Figure 1. Selected gate families (run 1).
Scale: 8 px per µm.
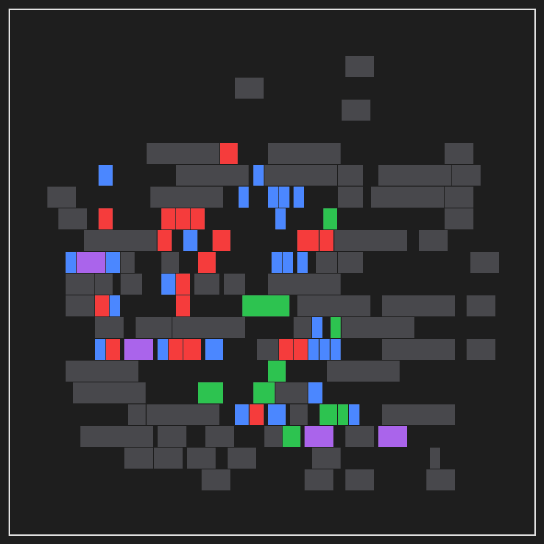
Figure 2. Signal wires on met2 (run 1).
Scale: 4 px per µm. Cells faint in the background.
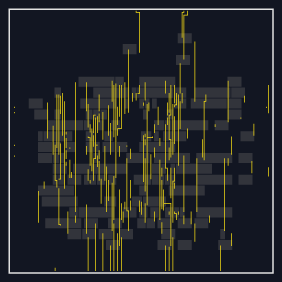
Figure 3. Sequential cells grouped by signal name (run 1).
Scale: 8 px per µm. Other sequential cells in the stronger gray, the rest of the logic in the fainter gray.
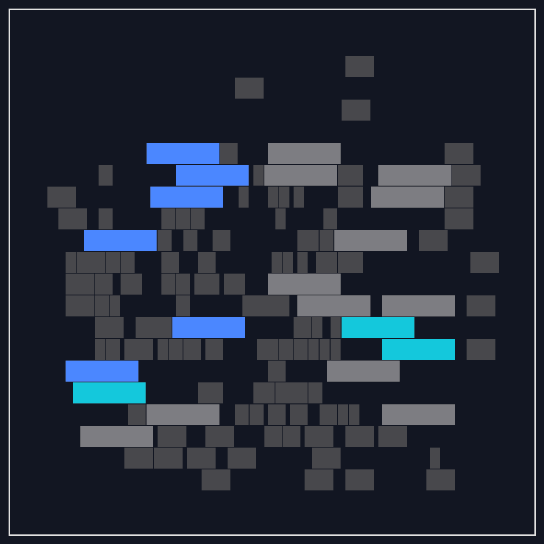
--- src/rtl/marie_pkg.sv ---
// Shared definitions for the MARIE-style datapath sequencer.
// Holds opcode constants, the sequencer state encoding and the datapath
// select codes understood by the downstream datapath block.
package marie_pkg;

    // Instruction opcodes, taken from instruction bits [7:6]
    localparam logic [1:0] OP_MOVE   = 2'b00;
    localparam logic [1:0] OP_MOVEIN = 2'b01;
    localparam logic [1:0] OP_JUMP   = 2'b10;
    localparam logic [1:0] OP_HALT   = 2'b11;

    typedef enum logic [2:0] {
        ST_FETCH  = 3'd0,
        ST_DECODE = 3'd1,
        ST_EXEC   = 3'd2,
        ST_WAITIN = 3'd3,
        ST_HALT   = 3'd4
    } state_t;

    // Datapath destination codes
    localparam logic [2:0] DST_ACC  = 3'd1;
    localparam logic [2:0] DST_BREG = 3'd2;
    localparam logic [2:0] DST_OUT  = 3'd4;

    // Datapath source codes
    localparam logic [2:0] SRC_ACC  = 3'd1;
    localparam logic [2:0] SRC_BREG = 3'd2;
    localparam logic [2:0] SRC_IN   = 3'd3;

endpackage

--- src/rtl/datapath_sequencer.sv ---
// datapath_sequencer
// Fetch/decode/execute sequencer that runs a program from an external
// synchronous instruction memory and drives the datapath select/enable lines.
// Also provides a one-word PortIN handshake (in_valid / in_ack).
//
// Ports:
//   clk        - clock, all state on rising edge
//   rst        - asynchronous active-high reset
//   run        - 1 = may leave FETCH, 0 = pause in FETCH
//   imem_addr  - instruction address (the PC)
//   imem_data  - instruction word, valid the cycle after imem_addr
//   in_valid   - PortIN holds new data
//   in_ack     - one-cycle pulse when PortIN data is consumed
//   seldst     - datapath destination select
//   selsrc     - datapath source select
//   dsten      - datapath destination enable
//   srcen      - datapath source enable
//   halted     - high while in HALT
//
// state   | meaning
// --------+------------------------------------------------------------
// FETCH   | present PC on imem_addr, wait for run
// DECODE  | latch instruction, advance PC (or load jump target)
// EXEC    | MOVE cycle, selects and enables driven
// WAITIN  | MOVEIN: idle until in_valid, then one consume cycle with in_ack
// HALT    | enables off, halted high, only rst leaves
module datapath_sequencer
    import marie_pkg::*;
#(
    parameter int ADDR_W = 6,
    parameter int SEL_W  = 3
) (
    input  logic              clk,
    input  logic              rst,
    input  logic              run,
    output logic [ADDR_W-1:0] imem_addr,
    input  logic [7:0]        imem_data,
    input  logic              in_valid,
    output logic              in_ack,
    output logic [SEL_W-1:0]  seldst,
    output logic [SEL_W-1:0]  selsrc,
    output logic              dsten,
    output logic              srcen,
    output logic              halted
);

    state_t             state;
    logic [ADDR_W-1:0]  pc;
    logic [7:0]         ir;

    logic [1:0]         op_d;
    logic [2:0]         dst_d;
    logic [2:0]         src_d;
    logic [ADDR_W-1:0]  pc_inc;
    logic [ADDR_W-1:0]  jump_target;

    assign op_d        = imem_data[7:6];
    assign dst_d       = imem_data[5:3];
    assign src_d       = imem_data[2:0];
    assign pc_inc      = pc + ADDR_W'(1);
    assign jump_target = ADDR_W'(imem_data[5:0]);
    assign imem_addr   = pc;

    // Outputs are registered against the state being entered, so each value
    // is visible during the cycle the FSM spends in that state. The MOVEIN
    // consume cycle is decided from in_valid at the edge that enters it,
    // which keeps a MOVEIN with data already present at three cycles.
    always_ff @(posedge clk or posedge rst) begin
        if (rst) begin
            state  <= ST_FETCH;
            pc     <= '0;
            ir     <= '0;
            seldst <= '0;
            selsrc <= '0;
            dsten  <= 1'b0;
            srcen  <= 1'b0;
            in_ack <= 1'b0;
            halted <= 1'b0;
        end else begin
            seldst <= '0;
            selsrc <= '0;
            dsten  <= 1'b0;
            srcen  <= 1'b0;
            in_ack <= 1'b0;
            case (state)
                ST_FETCH: begin
                    if (run) state <= ST_DECODE;
                end
                ST_DECODE: begin
                    ir <= imem_data;
                    pc <= pc_inc;
                    case (op_d)
                        OP_MOVE: begin
                            state  <= ST_EXEC;
                            seldst <= SEL_W'(dst_d);
                            selsrc <= SEL_W'(src_d);
                            dsten  <= |dst_d;
                            srcen  <= |dst_d;
                        end
                        OP_MOVEIN: begin
                            state <= ST_WAITIN;
                            if (in_valid) begin
                                seldst <= SEL_W'(dst_d);
                                selsrc <= SEL_W'(SRC_IN);
                                dsten  <= |dst_d;
                                srcen  <= |dst_d;
                                in_ack <= 1'b1;
                            end
                        end
                        OP_JUMP: begin
                            state <= ST_FETCH;
                            pc    <= jump_target;
                        end
                        default: begin
                            state  <= ST_HALT;
                            halted <= 1'b1;
                        end
                    endcase
                end
                ST_EXEC: begin
                    state <= ST_FETCH;
                end
                ST_WAITIN: begin
                    // in_ack high means this was the consume cycle
                    if (in_ack) begin
                        state <= ST_FETCH;
                    end else if (in_valid) begin
                        seldst <= SEL_W'(ir[5:3]);
                        selsrc <= SEL_W'(SRC_IN);
                        dsten  <= |ir[5:3];
                        srcen  <= |ir[5:3];
                        in_ack <= 1'b1;
                    end
                end
                ST_HALT: begin
                    halted <= 1'b1;
                end
                default: begin
                    state <= ST_FETCH;
                end
            endcase
        end
    end

endmodule

--- config.mk ---
export PLATFORM = sky130hd
export DESIGN_NAME = datapath_sequencer
export DESIGN_NICKNAME = d
export VERILOG_FILES = /design/src/rtl/marie_pkg.sv /design/src/rtl/datapath_sequencer.sv
export SDC_FILE = /design/constraint.sdc
export NUM_CORES = 1
export LEC_CHECK = 0
export CAP_MARGIN = 30
export CORE_MARGIN = 4
export CORE_UTILIZATION = 30
export DETAILED_ROUTE_END_ITERATION = 8
export HOLD_SLACK_MARGIN = 0.03
export SYNTH_ARGS = -nofsm -noshare
export SYNTH_HDL_FRONTEND = slang
export SYNTH_SLANG_ARGS = --single-unit
--- constraint.sdc ---
create_clock -name clk -period 4 [get_ports clk]
set_input_delay 1 -clock clk [delete_from_list [all_inputs] [get_ports clk]]
set_output_delay 1 -clock clk [all_outputs]
set_load 0.03 [all_outputs]
==> notes.md, run 1 <==
Physical implementation status

The run finished with clean final reports. Per the summary, power density relative to cell area is about 660 nW/µm². The proportion of power drawn by flip-flops and latches stands at between 40% and 50%. The utilization after layout stands at between 40% and 50%. The worst register-to-register path has a depth of 4. Per the detailed-route log, wirelength across all metal layers totals 2.17 mm.

The clock sink count stands at 21. Looking at the critical path, the highest net fanout was 6. The leakage power stands at 0.581 nW. The worst setup path is launched from a flop. The worst max-slew margin expressed relative to the limit stands at 47.8%.

The placer's final routability congestion estimate stands at 0.814. Before any placement, the netlist area is recorded as a little under 1000 µm². By count the netlist is led by 21 x dfrtp_1, 18 x nand2_1, 6 x nand3_1, 6 x o21ai_0, 5 x a21oi_1.

The number of standard cells in the final layout excluding fillers stands at around 170. The area growth from synthesis to layout stands at 32.1%. The net switching power figure stands at around 0.37 mW. The last timing report of the flow puts the setup violation total at 0. The average instance in the mapped netlist occupies between 10 and 15 µm².

The ratio of cells with drive above 1 in the final layout stands at approximately 8.8%. Buffers added to address setup during post-CTS repair amount to 0. The report lists the number of standard-cell rows as 20. Entering global routing, the biggest net connects 22 pins. The cell depth of the worst setup path stands at 1. In the setup report, the worst path falls into the class reg -> out. The longest incremental delay of any stage on the critical path is reported as 0.70 ns. Per report_power, the clock group accounts for a little under an eighth of the total. In the routed design, unresolved DRC markers number 0. According to the report, the first pass of detailed routing completed in 4 iterations. Per the post-synthesis report, the number of cells in the design is between 90 and 100. The clock insertion delay at the later pin of the skew report stands at roughly 0.3 ns. The worst-case IR drop observed on VDD is approximately 390 µV.

The number of distinct standard cells referenced by the synthesized netlist stands at 28. The starting density of the core stands at about a third. The number of nets in the layout stands at between 100 and 150. The largest individual stage delay along the critical path comes from the cell clkdlybuf4s50_1. Post-CTS repair changed the size of 0 cells. Per the post-CTS timing run, clock transition at the registers of the reported paths is 0.11 ns. The average vias per placed instance stands at between 4 and 5.

The area of the core stands at between 3000 and 4000 µm². Ranked by total cell area, the synthesized netlist is headed by dfrtp_1 53%, nand2_1 6.8%, mux2i_1 4.0%. The final critical path time including I/O delays and setup stands at roughly 2.4 ns. The number of buffers and inverters on the critical path is 1. For this block, the via count after detailed routing is between 700 and 800. CTS built an H-tree with a depth of 1. TritonCTS built the clock tree. Counting endpoints that fail hold in the final report gives 0.

The number of buffers inserted during clock tree synthesis stands at 3. Checking hold timing, the worst path is listed with class reg -> reg. The multi-input combinational cell area stands at roughly 420 µm². After routing, the total negative slack on setup checks comes to 0 ns. The worst path uses 61.1% of the clock period. Per the OpenROAD floorplan log, the height of the die is ~66 µm. For this run, the script counts the antenna cells in the layout as 0. After synthesis, flip-flops and latches occupy 52.9% of the total area. On the critical path the data arrives at around 1.5 ns. Per the detail_route report, routed wire per instance is ~13 µm.

The number of antenna violations at the first check in global routing stands at 0. Across the whole layout, storage elements account for roughly 530 µm². The antenna violation net count after detailed routing stands at 0.

In this build the clock could be raised as far as 409 MHz. The number of warnings issued by yosys stands at 0. Overall power consumption after layout is estimated at 0.870 mW. The count of library flops with an enable pin stands at 0. Summed over all instances, the cell type with the most area after synthesis is dfrtp_1. The filler cells instantiated in the layout total 332. Traced cell by cell, the critical path runs through clkdlybuf4s50_1. The global-route usage over all layers stands at 11.0%.

The number of nets in the synthesized netlist stands at 111. The internal power of the cells stands at roughly 0.5 mW. The top-area cell type share of the netlist area stands at between 50 and 60%. Looking at the gate-level netlist, the highest instance count belongs to dfrtp_1. The number of DRC markers in iteration 0 stands at 30.

Summing over the stages, the warning tally comes to 26. The overall die area stands at 4300 µm². The cell family contributing the most delay on the critical path is buffers and inverters.

Per the synth stats, the flop cell with the highest instance count is dfrtp_1. The switching part of the total stands at 42.1%. Along the worst hold path, the cell count comes to 1. After detailed placement, the design holds a cell count of 165.

Setup repair after global routing left no endpoint under its margin. Per the GRT congestion report, total overflow comes to 0. The number of global-route vias before repair stands at ~790. Input and output buffers added on the ports amount to 27.

The area recorded from the Yosys report for this design is a little under 1000 µm². The worst clock skew stands at between 0.005 and 0.006 ns. Looking at the clock tree report, the maximum root-to-sink buffer count equals 2. The number of max-slew violations in the final report stands at 0.

The post-synthesis register bit count stands at 21. The critical path data required time stands at 3.00 ns. For this design, Yosys synthesis ends with a cell count of roughly 100.

The cell sitting at the root of the clock tree is a clkbuf_4. The share of power burned in combinational logic stands at around 48%. According to the I/O placement log, the pin count is 28. The wire-length estimate of the detail-placed layout is 1.67 mm. After clock tree synthesis, the flow added hold-fix buffers numbering 0.

The wire length of the first global-routing pass stands at 3.68 mm. The worst setup path is captured at an output port. The tally of max-capacitance violations stands at 0.

The chip width stands at 65.5 µm. The proportion of register bits with asynchronous set or reset after synthesis stands at 100%. The transition time at the pin with the least slew margin stands at between 0.7 and 0.8 ns.
-- Figure 1 (at the start) --
[inverting AOI/OAI gates] red | cells: 19
[NAND gates] blue | cells: 26 | where: center
[multiplexers] purple | cells: 4
[NOR gates] green | cells: 9 | where: bottom center

-- Figure 2 (at the start) --
longest straight run: 32.3 µm
share of all routed wire: 47%
wire length on this layer: 1010 µm
main direction: vertical
nets with wire on the layer: 106

-- Figure 3 (at the start) --
[imem_addr] blue | sequential cells: 6
[selsrc] cyan | sequential cells: 3
not colored: 12

run 1: placed cells by master, fill, tap and decap left out, types with 4 or more instances in the layout:
master and instances:
dfrtp_1 21, clkdlybuf4s50_1 27, nand2_1 18, o22ai_1 4
nand3_1 6, mux2i_1 4, a21oi_1 5, o21ai_0 6
run 1: cells by family after synthesis:
logic type | share of synthesized area (%)
mux | 4.03
simple gates | 23.3
compound gates | 14.0
fa+ha+maj | 1.26
flops | 52.9
buf+inv | 4.53
run 1: layer usage:
layer  wire length [µm]  up-vias  track usage [%]
met5                  0        -                0
met4                 27        0             3.11
met3                 98        2             3.08
met2               1010       20             17.8
met1               1030      354             14.2
li1                   -      396                -
run 1: layout make-up:
class	count	area share (%)
clock buffers	3	1.72
clock inverters	1	0.381
inverters	1	0.286
multi-input cells	71	32.2
flip-flops and latches	21	40.0
well taps	44	4.19
repair buffers	28	21.2
run 1: power by group through the flow:
stage | clock network [mW] | registers [mW] | logic, mW
5_1_grt | 0.109 | 0.367 | 0.457
3_5_place_dp | 0 | 0.358 | 0.420
2_1_floorplan | 0 | 0.421 | 0.222
6_report | 0.0988 | 0.355 | 0.417
4_1_cts | 0.102 | 0.354 | 0.422
3_3_place_gp | 0 | 0.354 | 0.410
run 1: path summary, 6_finish.rpt:
kind | from | to | slack [ns]
max reg2reg | state[1] | imem_addr[3] | 2.40
min in group asynchronous | rst | state[0] | 1.13
min | halted | halted | 0.48
min reg2reg | halted | halted | 0.48
max in group asynchronous | rst | imem_addr[2] | 2.37
max | imem_addr[3] | imem_addr[3] | 1.55
run 1: sequential cells by signal, summed over array words and instances, names as in the netlist:
name and count:
ir 3, selsrc 3, in_ack 1, imem_addr 6, seldst 3, state 3
srcen 1, halted 1
run 1: metrics by stage:
| stage | instance area [µm²] | setup slack, ns | hold WS (ns) |
|---|---|---|---|
| floorplan | 993 | 2.17 | 0.464 |
| global placement | 1280 | 1.56 | 0.451 |
| detailed placement | 1280 | 1.49 | 0.459 |
| CTS | 1310 | 1.53 | 0.486 |
| global route | 1310 | 1.47 | 0.506 |
| finish | 1310 | 1.55 | 0.481 |
==> run 2, diff against run 1 <==
clock period = 2.38 ns   (was 4 ns; I/O delays follow)
==> run 2 against run 1 <==
Effect of this change: flip-flop count did not move; clock skew down 0.0019 ns; core utilization is 0.48 points higher; combinational power grew 67%; critical path depth unchanged; design area grew 1.1%; critical path type unchanged.
==> notes.md, run 2 <==
Physical implementation status

The flow ran to the end, and the final reports show no timing, DRC or antenna violations. The worst clock skew stands at between 0.003 and 0.004 ns. The worst setup path is of the reg -> out kind. The number of flip-flops in the largest register stands at 6. The timing report shows that the slowest cell on the worst path is clkdlybuf4s50_1. Clock tree synthesis selected as its root buffer the cell clkbuf_4. In the post-synthesis netlist, the cell with the most instances is dfrtp_1.

The CTS log lists the clock sinks for this run as 21. In this run, synthesis inferred 0 flip-flops with an integrated enable. Summed over all layers, the global routing overflow is 0. The count of port buffers added during placement stands at 27. The number of design rule violations left after detail routing stands at 0.

The number of H-tree branching levels stands at 1. According to the report, the first pass of detailed routing completed in 4 iterations. Once detailed placement completed, the half-perimeter wirelength came to between 1.5 and 2 mm. The maximum single-stage delay on the critical path stands at 0.70 ns. The number of antenna violations at the first check in global routing came to 0. The standard-cell row count stands at 20.

Counting only logic cells after layout, the most numerous master is clkdlybuf4s50_1. The number of max-slew violations in the final report stands at 0. In this run the tools logged warnings totalling 26. Setup repair after global routing left no endpoint under its margin. The starting density of the core stands at between 30% and 40%. The clock-pin slew of the registers on the worst-case setup and hold paths stands at 0.11 ns. The final timing report counts setup violations totalling 0.

The post-synthesis register bit count stands at 21. Hold analysis shows the worst path with a depth of 1. The worst hold path belongs to the class reg -> reg. The number of cells on the worst reg-to-reg path stands at 4. After the last flow step, the layout net total stands at 141. Post-CTS repair ended up resizing 0 cells. In the layout the commonest cells are 27 x clkdlybuf4s50_1, 21 x dfrtp_1, 18 x nand2_1. The number of distinct standard cells referenced by the synthesized netlist stands at 28.

The area growth from synthesis to layout stands at 33.6%. In the synthesized netlist the async set-or-reset flop fraction comes to 100%. Data on the critical path is required at its endpoint by 1.78 ns.

The overall die area stands at approximately 4300 µm². The number of warnings issued by yosys stands at 0. STA classifies the critical path endpoint as an output port. The synthesized design devotes to its leading area cell type between 50 and 60% of total area. After synthesis, the chip area reported by Yosys is about 990 µm². The maximum number of pins on one net before global-route repair stands at 22. The number of clock buffers added by TritonCTS is 3. The area of the core stands at slightly above 3000 µm². The number of DRC markers in iteration 0 stands at 11. The pin closest to its max-slew limit shows a slew of approximately 0.33 ns. The portion of the post-synthesis area used by sequential elements stands at 52.9%. The number of nets in the synthesized netlist stands at around 110.

Grouping stages by cell kind, the critical path spends the most delay in buffers and inverters. The cell count after synthesis came out at between 90 and 100. The number of cells reported by Yosys stat comes to roughly 100. The worst max-slew margin expressed relative to the limit stands at approximately 78%.

The maximum net fanout on the critical path stands at 6. The number of global-route vias before repair is around 750. The arrival time of the worst setup path stands at 1.44 ns. Once detail routing completed, the nets flagged for antenna violations numbered 0. The commonest register cell is dfrtp_1. Once the clock tree was built, the setup fixing pass inserted 0 buffers. TritonCTS built the clock tree. The maximum clock frequency stands at about 500 MHz.

The final antenna diode tally reported by the flow is 0. Counting both buffers and inverters, the worst setup path holds a total of 1. The period utilization stands at between 80% and 90%.

The post-synthesis instance area stands at 993 µm². Setup total negative slack on the finished layout was measured at 0 ns.
run 2: final cells by class:
class	instances	area [µm²]
multi-input cells	71	423
clock buffers	3	22.5
fillers	327	1780
well taps	44	55.1
inverters	1	3.75
repair buffers	30	293
clock inverters	1	5.00
flip-flops and latches	21	526
run 2: metrics by stage:
stage	instance area, µm²	total power, mW	instances	hold slack, ns	setup WS, ns
2_1_floorplan	993	1.08	98	0.464	0.833
3_3_place_gp	1300	1.28	167	0.450	0.501
3_5_place_dp	1300	1.30	167	0.466	0.483
4_1_cts	1330	1.48	171	0.496	0.323
5_1_grt	1330	1.57	171	0.539	0.257
6_report	1330	1.46	171	0.484	0.345
run 2: final timing paths:
kind	startpoint	to	slack (ns)
max in group asynchronous	rst	imem_addr[3]	1.56
setup reg to reg	state[1]	imem_addr[2]	0.81
hold / removal	halted	halted	0.48
setup / recovery	imem_addr[2]	imem_addr[2]	0.35
min in group asynchronous	rst	state[1]	0.60
hold reg to reg	halted	halted	0.48
run 2: power by group:
part | leakage [nW] | internal (mW) | switching (mW)
Sequential | 0.273 | 0.473 | 0.118
Clock | 0.0177 | 0.0627 | 0.110
Combinational | 0.299 | 0.314 | 0.381
run 2: per-layer routing:
layer	part of all wire (%)	up-vias	wire [µm]	global-route usage (%)
met3	3.6	2	78	2.74
met4	1.3	0	27	3.89
li1	-	400	-	-
met2	46	27	985	16.4
met5	0	-	0	0
met1	49	371	1060	14.5
run 2: kinds of logic after synthesis:
group / synth area share [%]
and+or+nand+nor: 23.3
AOI/OAI and AO/OA: 14.0
DFF: 52.9
buffers and inverters: 4.53
muxes: 4.03
adders and majority gates: 1.26
Figure 4. Routing congestion map (run 2).
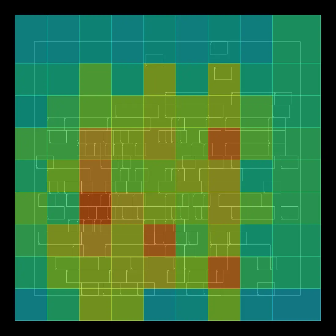
global routing usage summed across all routing layers: 10.7%
core utilization of the finished layout: 42.8%
global route hottest layer: met2
mean routed wirelength per cell: 12.6 µm
global-route track usage on met1: 14.5%

Figure 5. Signal wires on met2 (run 2).
Scale: 4 px per µm. Cells faint in the background.
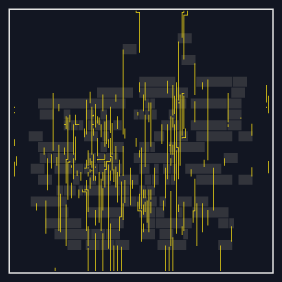
longest straight run: 21.4 µm
nets with wire on the layer: 111
wire length on this layer: 986 µm
main direction: vertical

Power is estimated from default activity; no workload was simulated.
